Fig. 1: placement by cell class
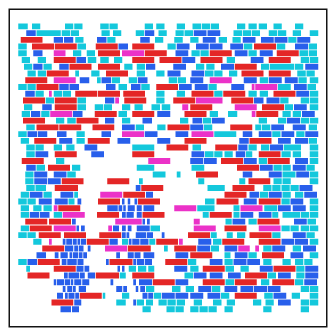
Fig. 2: routing congestion
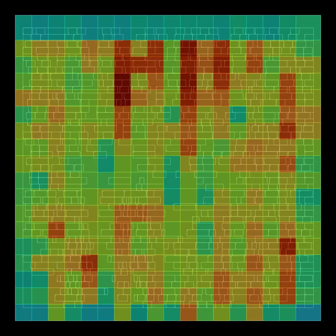
Fig. 3: ports around the boundary
Pins as bars across the die edge, other pins in gray.
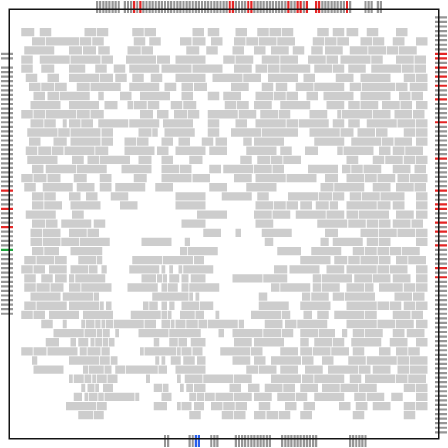
Fig. 4: clock wires, drivers and flops
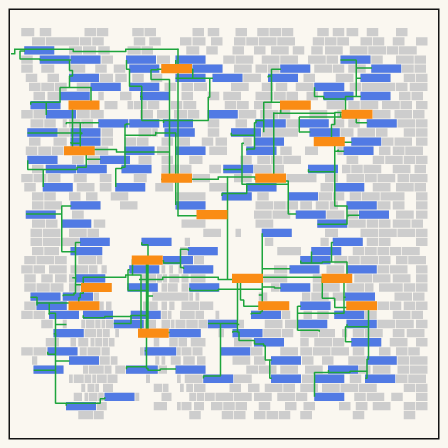
Fig. 5: signal wires by layer
Only two layers are drawn.
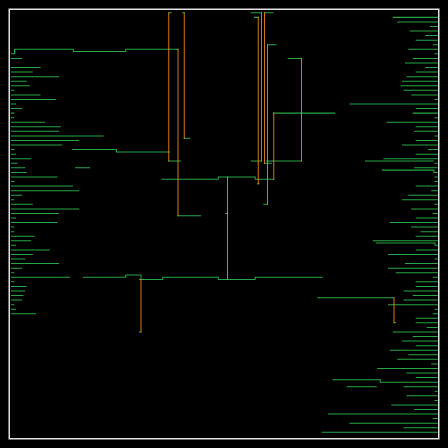
==> config.mk <==
export PLATFORM = sky130hd
export DESIGN_NAME = mem_bus_arbiter_flat
export DESIGN_NICKNAME = d
export VERILOG_FILES = /design/src/rtl/bus_pkg.sv /design/src/rtl/mem_bus_arbiter_if.sv /design/src/rtl/bus_timer.sv /design/src/rtl/mem_bus_arbiter.sv /design/src/flat_wrapper.sv
export SDC_FILE = /design/constraint.sdc
export NUM_CORES = 1
export LEC_CHECK = 0
export ABC_CLOCK_PERIOD_IN_PS = 2300
export CAP_MARGIN = 20
export CORE_MARGIN = 3
export CORE_UTILIZATION = 37
export DETAILED_ROUTE_END_ITERATION = 16
export GPL_TIMING_DRIVEN = 0
export PLACE_DENSITY_LB_ADDON = 0.15
export SLEW_MARGIN = 20
export SYNTH_ARGS = -nofsm -noshare
export SYNTH_HDL_FRONTEND = slang
export SYNTH_SLANG_ARGS = --single-unit
==> constraint.sdc <==
create_clock -name clock -period 2.3 [get_ports clock]
set_clock_uncertainty 0.15 [all_clocks]
set_input_delay 0.345 -clock clock [delete_from_list [all_inputs] [get_ports clock]]
set_output_delay 0.345 -clock clock [all_outputs]
set_load 0.05 [all_outputs]
==> src/rtl/bus_pkg.sv <==
// bus_pkg: shared encodings for the memory-bus blocks
package bus_pkg;
    typedef enum logic [1:0] {
        IDLE  = 2'd0,
        ISSUE = 2'd1,
        DONE  = 2'd2,
        ABORT = 2'd3
    } state_t;

    localparam logic RW_READ  = 1'b1;
    localparam logic RW_WRITE = 1'b0;
    localparam logic REQ_CPU  = 1'b0;
    localparam logic REQ_IO   = 1'b1;

    function automatic logic [1:0] onehot(input logic id);
        return id ? 2'b10 : 2'b01;
    endfunction
endpackage

==> src/rtl/mem_bus_arbiter_if.sv <==
// mem_bus_arbiter_if: requester handshakes plus the shared memory port
interface mem_bus_arbiter_if;
    logic [1:0]  req, lock, rw, ack, err, gnt;
    logic [31:0] addr0, addr1, wdata0, wdata1, rdata;
    logic        mem_valid, mem_rw, mem_ready;
    logic [31:0] mem_address, mem_datao, mem_data;

    modport slave (
        input  req, lock, rw, addr0, addr1, wdata0, wdata1, mem_data, mem_ready,
        output ack, err, rdata, gnt, mem_valid, mem_rw, mem_address, mem_datao
    );

    modport master (
        output req, lock, rw, addr0, addr1, wdata0, wdata1, mem_data, mem_ready,
        input  ack, err, rdata, gnt, mem_valid, mem_rw, mem_address, mem_datao
    );
endinterface

==> src/rtl/bus_timer.sv <==
// bus_timer: 8-bit saturating wait counter flagging the TIMEOUT-th enabled cycle
module bus_timer #(
    parameter int unsigned TIMEOUT = 15
) (
    input  logic clock,
    input  logic reset,
    input  logic clr,
    input  logic en,
    output logic hit
);
    logic [7:0] cnt;

    // Count enabled cycles since the last clear, sticking at all-ones
    always_ff @(posedge clock or negedge reset) begin
        if (!reset) cnt <= 8'd0;
        else if (clr) cnt <= 8'd0;
        else if (en && cnt != 8'hff) cnt <= cnt + 8'd1;
    end

    // cnt holds the cycles already waited, so the current cycle is number cnt+1
    assign hit = en && ({1'b0, cnt} + 9'd1 >= 9'(TIMEOUT));
endmodule

==> src/rtl/mem_bus_arbiter.sv <==
// mem_bus_arbiter: round-robin owner of the shared memory port with locked bursts and wait timeout
module mem_bus_arbiter
    import bus_pkg::*;
#(
    parameter int unsigned LOCK_MAX = 4,
    parameter int unsigned TIMEOUT  = 15
) (
    input logic              clock,
    input logic              reset,
    mem_bus_arbiter_if.slave bus
);
    state_t     state, state_n;
    logic       owner, owner_n, last, last_n, load, capture, hit;
    logic [7:0] burst, burst_n;

    bus_timer #(.TIMEOUT(TIMEOUT)) timer (
        .clock (clock),
        .reset (reset),
        .clr   (state != ISSUE),
        .en    (state == ISSUE),
        .hit   (hit)
    );

    // Arbitration and transfer sequencing; burst counts the grant being made, so a lock yields LOCK_MAX grants
    always_comb begin
        state_n = state;
        owner_n = owner;
        last_n  = last;
        burst_n = burst;
        load    = 1'b0;
        capture = 1'b0;
        case (state)
            IDLE: if (|bus.req) begin
                owner_n = (bus.req == 2'b11) ? ~last : (bus.req[1] ? REQ_IO : REQ_CPU);
                burst_n = 8'd1;
                load    = 1'b1;
                state_n = ISSUE;
            end
            ISSUE: begin
                capture = bus.mem_ready;
                state_n = bus.mem_ready ? DONE : (hit ? ABORT : ISSUE);
            end
            DONE: begin
                last_n = owner;
                if (bus.lock[owner] && bus.req[owner] && burst < 8'(LOCK_MAX)) begin
                    burst_n = burst + 8'd1;
                    load    = 1'b1;
                    state_n = ISSUE;
                end else begin
                    burst_n = 8'd0;
                    state_n = IDLE;
                end
            end
            ABORT: begin
                last_n  = owner;
                burst_n = 8'd0;
                state_n = IDLE;
            end
        endcase
    end

    // State, round-robin pointer, burst count and the latched memory-side fields
    always_ff @(posedge clock or negedge reset) begin
        if (!reset) begin
            state           <= IDLE;
            owner           <= REQ_CPU;
            last            <= REQ_IO;
            burst           <= 8'd0;
            bus.mem_address <= 32'd0;
            bus.mem_datao   <= 32'd0;
            bus.mem_rw      <= RW_READ;
            bus.rdata       <= 32'd0;
        end else begin
            state <= state_n;
            owner <= owner_n;
            last  <= last_n;
            burst <= burst_n;
            if (load) begin
                bus.mem_address <= owner_n ? bus.addr1 : bus.addr0;
                bus.mem_datao   <= owner_n ? bus.wdata1 : bus.wdata0;
                bus.mem_rw      <= bus.rw[owner_n];
            end
            if (capture && bus.mem_rw == RW_READ) bus.rdata <= bus.mem_data;
        end
    end

    assign bus.mem_valid = state == ISSUE;
    assign bus.gnt       = (state == IDLE) ? 2'b00 : onehot(owner);
    assign bus.ack       = (state == DONE) ? onehot(owner) : 2'b00;
    assign bus.err       = (state == ABORT) ? onehot(owner) : 2'b00;
endmodule

==> src/flat_wrapper.sv <==
// flat-port wrapper written by rule: the top's interface ports become plain ports
module mem_bus_arbiter_flat import bus_pkg::*;
#(
    parameter int unsigned LOCK_MAX = 4,
    parameter int unsigned TIMEOUT  = 15
)
  (clock, reset, bus_req, bus_lock, bus_rw, bus_addr0, bus_addr1, bus_wdata0, bus_wdata1, bus_mem_data, bus_mem_ready, bus_ack, bus_err, bus_rdata, bus_gnt, bus_mem_valid, bus_mem_rw, bus_mem_address, bus_mem_datao);
  mem_bus_arbiter_if bus_i ();
  input logic clock;
  input logic reset;
  input wire logic [$bits(bus_i.req)-1:0] bus_req;
  input wire logic [$bits(bus_i.lock)-1:0] bus_lock;
  input wire logic [$bits(bus_i.rw)-1:0] bus_rw;
  input wire logic [$bits(bus_i.addr0)-1:0] bus_addr0;
  input wire logic [$bits(bus_i.addr1)-1:0] bus_addr1;
  input wire logic [$bits(bus_i.wdata0)-1:0] bus_wdata0;
  input wire logic [$bits(bus_i.wdata1)-1:0] bus_wdata1;
  input wire logic [$bits(bus_i.mem_data)-1:0] bus_mem_data;
  input wire logic [$bits(bus_i.mem_ready)-1:0] bus_mem_ready;
  output wire logic [$bits(bus_i.ack)-1:0] bus_ack;
  output wire logic [$bits(bus_i.err)-1:0] bus_err;
  output wire logic [$bits(bus_i.rdata)-1:0] bus_rdata;
  output wire logic [$bits(bus_i.gnt)-1:0] bus_gnt;
  output wire logic [$bits(bus_i.mem_valid)-1:0] bus_mem_valid;
  output wire logic [$bits(bus_i.mem_rw)-1:0] bus_mem_rw;
  output wire logic [$bits(bus_i.mem_address)-1:0] bus_mem_address;
  output wire logic [$bits(bus_i.mem_datao)-1:0] bus_mem_datao;
  assign bus_i.req = bus_req;
  assign bus_i.lock = bus_lock;
  assign bus_i.rw = bus_rw;
  assign bus_i.addr0 = bus_addr0;
  assign bus_i.addr1 = bus_addr1;
  assign bus_i.wdata0 = bus_wdata0;
  assign bus_i.wdata1 = bus_wdata1;
  assign bus_i.mem_data = bus_mem_data;
  assign bus_i.mem_ready = bus_mem_ready;
  assign bus_ack = bus_i.ack;
  assign bus_err = bus_i.err;
  assign bus_rdata = bus_i.rdata;
  assign bus_gnt = bus_i.gnt;
  assign bus_mem_valid = bus_i.mem_valid;
  assign bus_mem_rw = bus_i.mem_rw;
  assign bus_mem_address = bus_i.mem_address;
  assign bus_mem_datao = bus_i.mem_datao;
  mem_bus_arbiter #(.LOCK_MAX(LOCK_MAX), .TIMEOUT(TIMEOUT)) u_core (.clock(clock), .reset(reset), .bus(bus_i));
endmodule
==> results.txt <==
yosys + openroad results -> Comb/total area=0.291, max_cap viols=0, Combinational Area=roughly 2900 um^2, Max-area cell class=non-clock buffers, status=complete, but fails checks, Placeable Area=~14000 um^2, synth warn=0, DP HPWL=12.4 mm, Die Y-Extent=about 130 um, Hold WC Path Type=in2async, Clock buf/inv share=0.0581, grt total ovfl=0, # H-tree levels=4, FP Rows=43, Final #Nets=slightly below 900, CP Capture Type=flip-flop, total CTS buffers=17, Layout clock buffers=22, final instance area=just under 10000 um^2, Setup Total Neg Slack=-0.0645 ns, Worst-path clk slew=around 0.050 ns, Critical Path Start Type=flip-flop, Post-Synthesis Cells=approximately 390, top cell type by total area after synthesis=dfrtp_1, Critical Path AT=2.45 ns, # IOs=273, Internal Power=9030 uW, CP Launch Point=u_core.state[1], tool warning count=29, P&R area growth vs syn=79.0%, failing checks=negative setup slack, share of power burned in registers=0.226, Worst Path Required=~2.4 ns, Die Wd=128 um, clock power share=0.161, Async SR Flop Fraction=1.00, slowest CP cell=dfrtp_2, area share, top type=0.525, vias in the first global route=4855, FF/Latch Area=between 2000 and 3000 um^2, clk buf depth=2, PD cells=1610 nW/um^2, via-per-instance ratio=4.98, Yosys Instances=between 300 and 400, Synth Flop Type=dfrtp_1, post-layout period usage=1.01, Final WS setup=-0.0121 ns, flop count=117, r2r worst-path depth=7, Latency at later pin=between 0.4 and 0.5 ns, layout cells sized above 1=0.340, wire length per cell=19.8 um, Multi-In Gates=approximately 250, Switching Fraction=0.426, Mean Syn Cell Area=13.9 um^2, Design Power=15700 uW, post-route antenna net violation count=0, Slowest Stage Delay on Critical Path=0.43 ns, largest cells by area after synthesis=dfrtp_1 (53%), mux2_2 (20%), mux2_1 (14%), buf_2 (1.1%), dfstp_2 (0.96%), Antenna diodes=0, DRC Markers=0, Max FO, Critical Path=8, # setup viols final=13, most frequent CP cell=mux2_4, Data buffer area share=0.327, combinational power share=0.613, Lkg Pwr=0.00438 uW, critical-path cell list=or3b_1 -> a22oi_2 -> buf_6 -> buf_12 -> buf_8 -> mux2_4 -> mux2_4, yosys synthesis chip area=approximately 5500 um^2, GP Congestion=0.759, flop share of the area=0.299, max-slew violation count=0, Peak VDD IR=0.000947 V, Hold Vio Cnt, Final=0, Seq/Total Area, Yosys=0.535, CTS tree=done, Initial DRC Count=~230, Post-Syn Area=5480 um^2, drt total wl=about 18 mm, largest net degree at the start of global routing=67, Non-clk invs=5, FF-to-FF End=u_core.bus.mem_datao[17], worst slew pin tran=around 0.58 ns, NetSw=6710 uW, nonclk buf count=314, Layout fillers=977, Max Fclk=0.433 GHz, Sink Count=117, worst reg2reg startpoint=u_core.state[1], number of tap instances=180, Post-synth regs=117, DP Area=8450 um^2, syn_nets=565, Root Buffer=clkbuf_16, I/O Buffers=272, Critical Path End=u_core.bus.mem_datao[17], FF-to-FF setup slack=-0.01 ns, die area=~16000 um^2, Initial Util=0.386, Final min period=2.31 ns, antenna violations before repair=0, first-pass GRT wire length=26.1 mm
Notes on Fig. 1 above:
legend:
  all other logic:
    color: blue
    cells: 255
  clock drivers and dummy loads:
    color: magenta
    cells: 32
  flops:
    color: red
    cells: 117
  other buffers and delay cells:
    color: cyan
    cells: 314

Notes on Fig. 2 above:
Top Usage Layer GRT: met2
final core occ: 0.690
GRT met1 Usage: 0.227
total track usage: 0.207

Notes on Fig. 3 above:
legend:
  bus_mem_datao:
    color: red
    pins: 32
    direction: output
    edge: 16 right, 13 top, 3 left
  bus_lock:
    color: blue
    pins: 2
    direction: input
    edge: bottom
  bus_mem_rw:
    color: green
    pins: 1
    direction: output
    edge: left
all pins by edge: 92 right, 85 top, 57 left, 39 bottom

Notes on Fig. 4 above:
legend:
  flip-flops:
    color: blue
    count: 117
  clock wires:
    color: green
    length: 1550 um
  cells driving clock nets:
    color: orange
    count: 17
routed clock nets: 18

Notes on Fig. 5 above:
legend:
  met3:
    color: green
    wire_length: 1490 um
  met4:
    color: orange
    wire_length: 422 um

[cell families (layout without fill, tap and decap cells)]
| kind of cell | after synthesis | count (layout) | share of synthesized area |
|---|---|---|---|
| flip-flops | 117 | 117 | 0.535 |
| buffers and inverters | 26 | 351 | 0.0270 |
| XOR/XNOR | 5 | 5 | 0.00800 |
| AND-OR/OR-AND | 31 | 31 | 0.0409 |
| multiplexers | 162 | 162 | 0.333 |
| adder cells (fa/ha/maj) | 3 | 3 | 0.00685 |
| AND/OR/NAND/NOR | 49 | 49 | 0.0491 |
[state kept, by name, indices dropped and copies added, names as in the netlist]
register and cells:
u_core.bus.mem_address 32, u_core.bus.mem_datao 32, u_core.bus.rdata 32, u_core.burst 8
u_core.timer.cnt 8, u_core.state 2, u_core.bus.mem_rw 1, u_core.last 1
u_core.owner 1
[metal layers]
layer  GRT usage  up-vias  wire length (um)
li1            -     2061                 -
met1       0.227     2199              6790
met2       0.363      185              9040
met5           0        -                 0
met4      0.0774        0               421
met3      0.0788       25              1490
[critical path, delay by kind of cell, from the launching register on]
family	cells	cell delay [ns]
simple gates	1	0.39
mux	2	0.57
compound gates	1	0.21
flops	1	0.43
buf+inv	3	0.44
[per-stage QoR]
stage	cells	hold slack (ns)	utilization	setup slack, ns
after floorplan	393	-0.101	-	0.0149
after CTS	900	0.277	0.675	-0.0315
final	898	0.304	0.690	-0.0121
after detailed placement	846	0.175	0.595	-0.639
after global routing	898	0.305	0.690	-0.0809
after global placement	845	0.317	0.593	-3.78
[cells in the mapped netlist (2+ instances only)]
cell type and n:
a21oi_1 8, a31oi_1 4, a41oi_1 3, and3_1 4, and4_1 2, buf_2 12
buf_6 4, clkbuf_1 3, dfrtp_1 115, dfstp_2 2, ha_1 3, inv_1 5
mux2_1 67, mux2_2 95, nand2_1 8, nand3_1 4, nand4_1 3, nand4b_1 2
nor2_1 14, nor3_1 3, nor3b_1 2, o21ai_0 2, o21bai_1 3, xnor2_1 4
[power by group through the flow]
stage	Sequential (uW)	Combinational (uW)	Clock, uW
3_3_place_gp	3470	8010	0
4_1_cts	3530	9270	2590
5_1_grt	3670	10000	2680
2_1_floorplan	6580	2190	0
6_report	3560	9640	2540
3_5_place_dp	3530	8090	0
[layout by cell type (no fill, tap or decap), types with 2 or more instances in the layout]
cell,count
mux2_2,43
nor2_1,14
and4_1,2
bufinv_16,2
nand3_1,4
a41oi_1,3
clkbuf_16,19
buf_8,5
clkinvlp_4,2
buf_2,4
nand4b_1,2
and3_1,4
mux2_4,119
ha_1,3
inv_1,5
dfrtp_2,2
dfrtp_1,113
buf_12,5
xnor2_1,4
a31oi_1,4
buf_6,5
dfstp_2,2
dlygate4sd2_1,5
buf_4,16
nor3b_1,2
clkbuf_2,3
o21bai_1,3
clkbuf_8,2
clkinv_2,6
clkbuf_1,4
a21oi_1,8
clkdlybuf4s50_1,262
nand4_1,3
buf_16,2
o21ai_0,2
nor3_1,3
nand2_1,8
[timing repair]
action,4_1_cts,5_1_grt
cloned,5,2
buffers inserted,18,2
setup endpoints to repair,72,68
pin swaps,2,2
endpoints found under the hold margin,49,0
resized,99,79
hold buffers,1,0
Power is estimated from default activity; no workload was simulated.
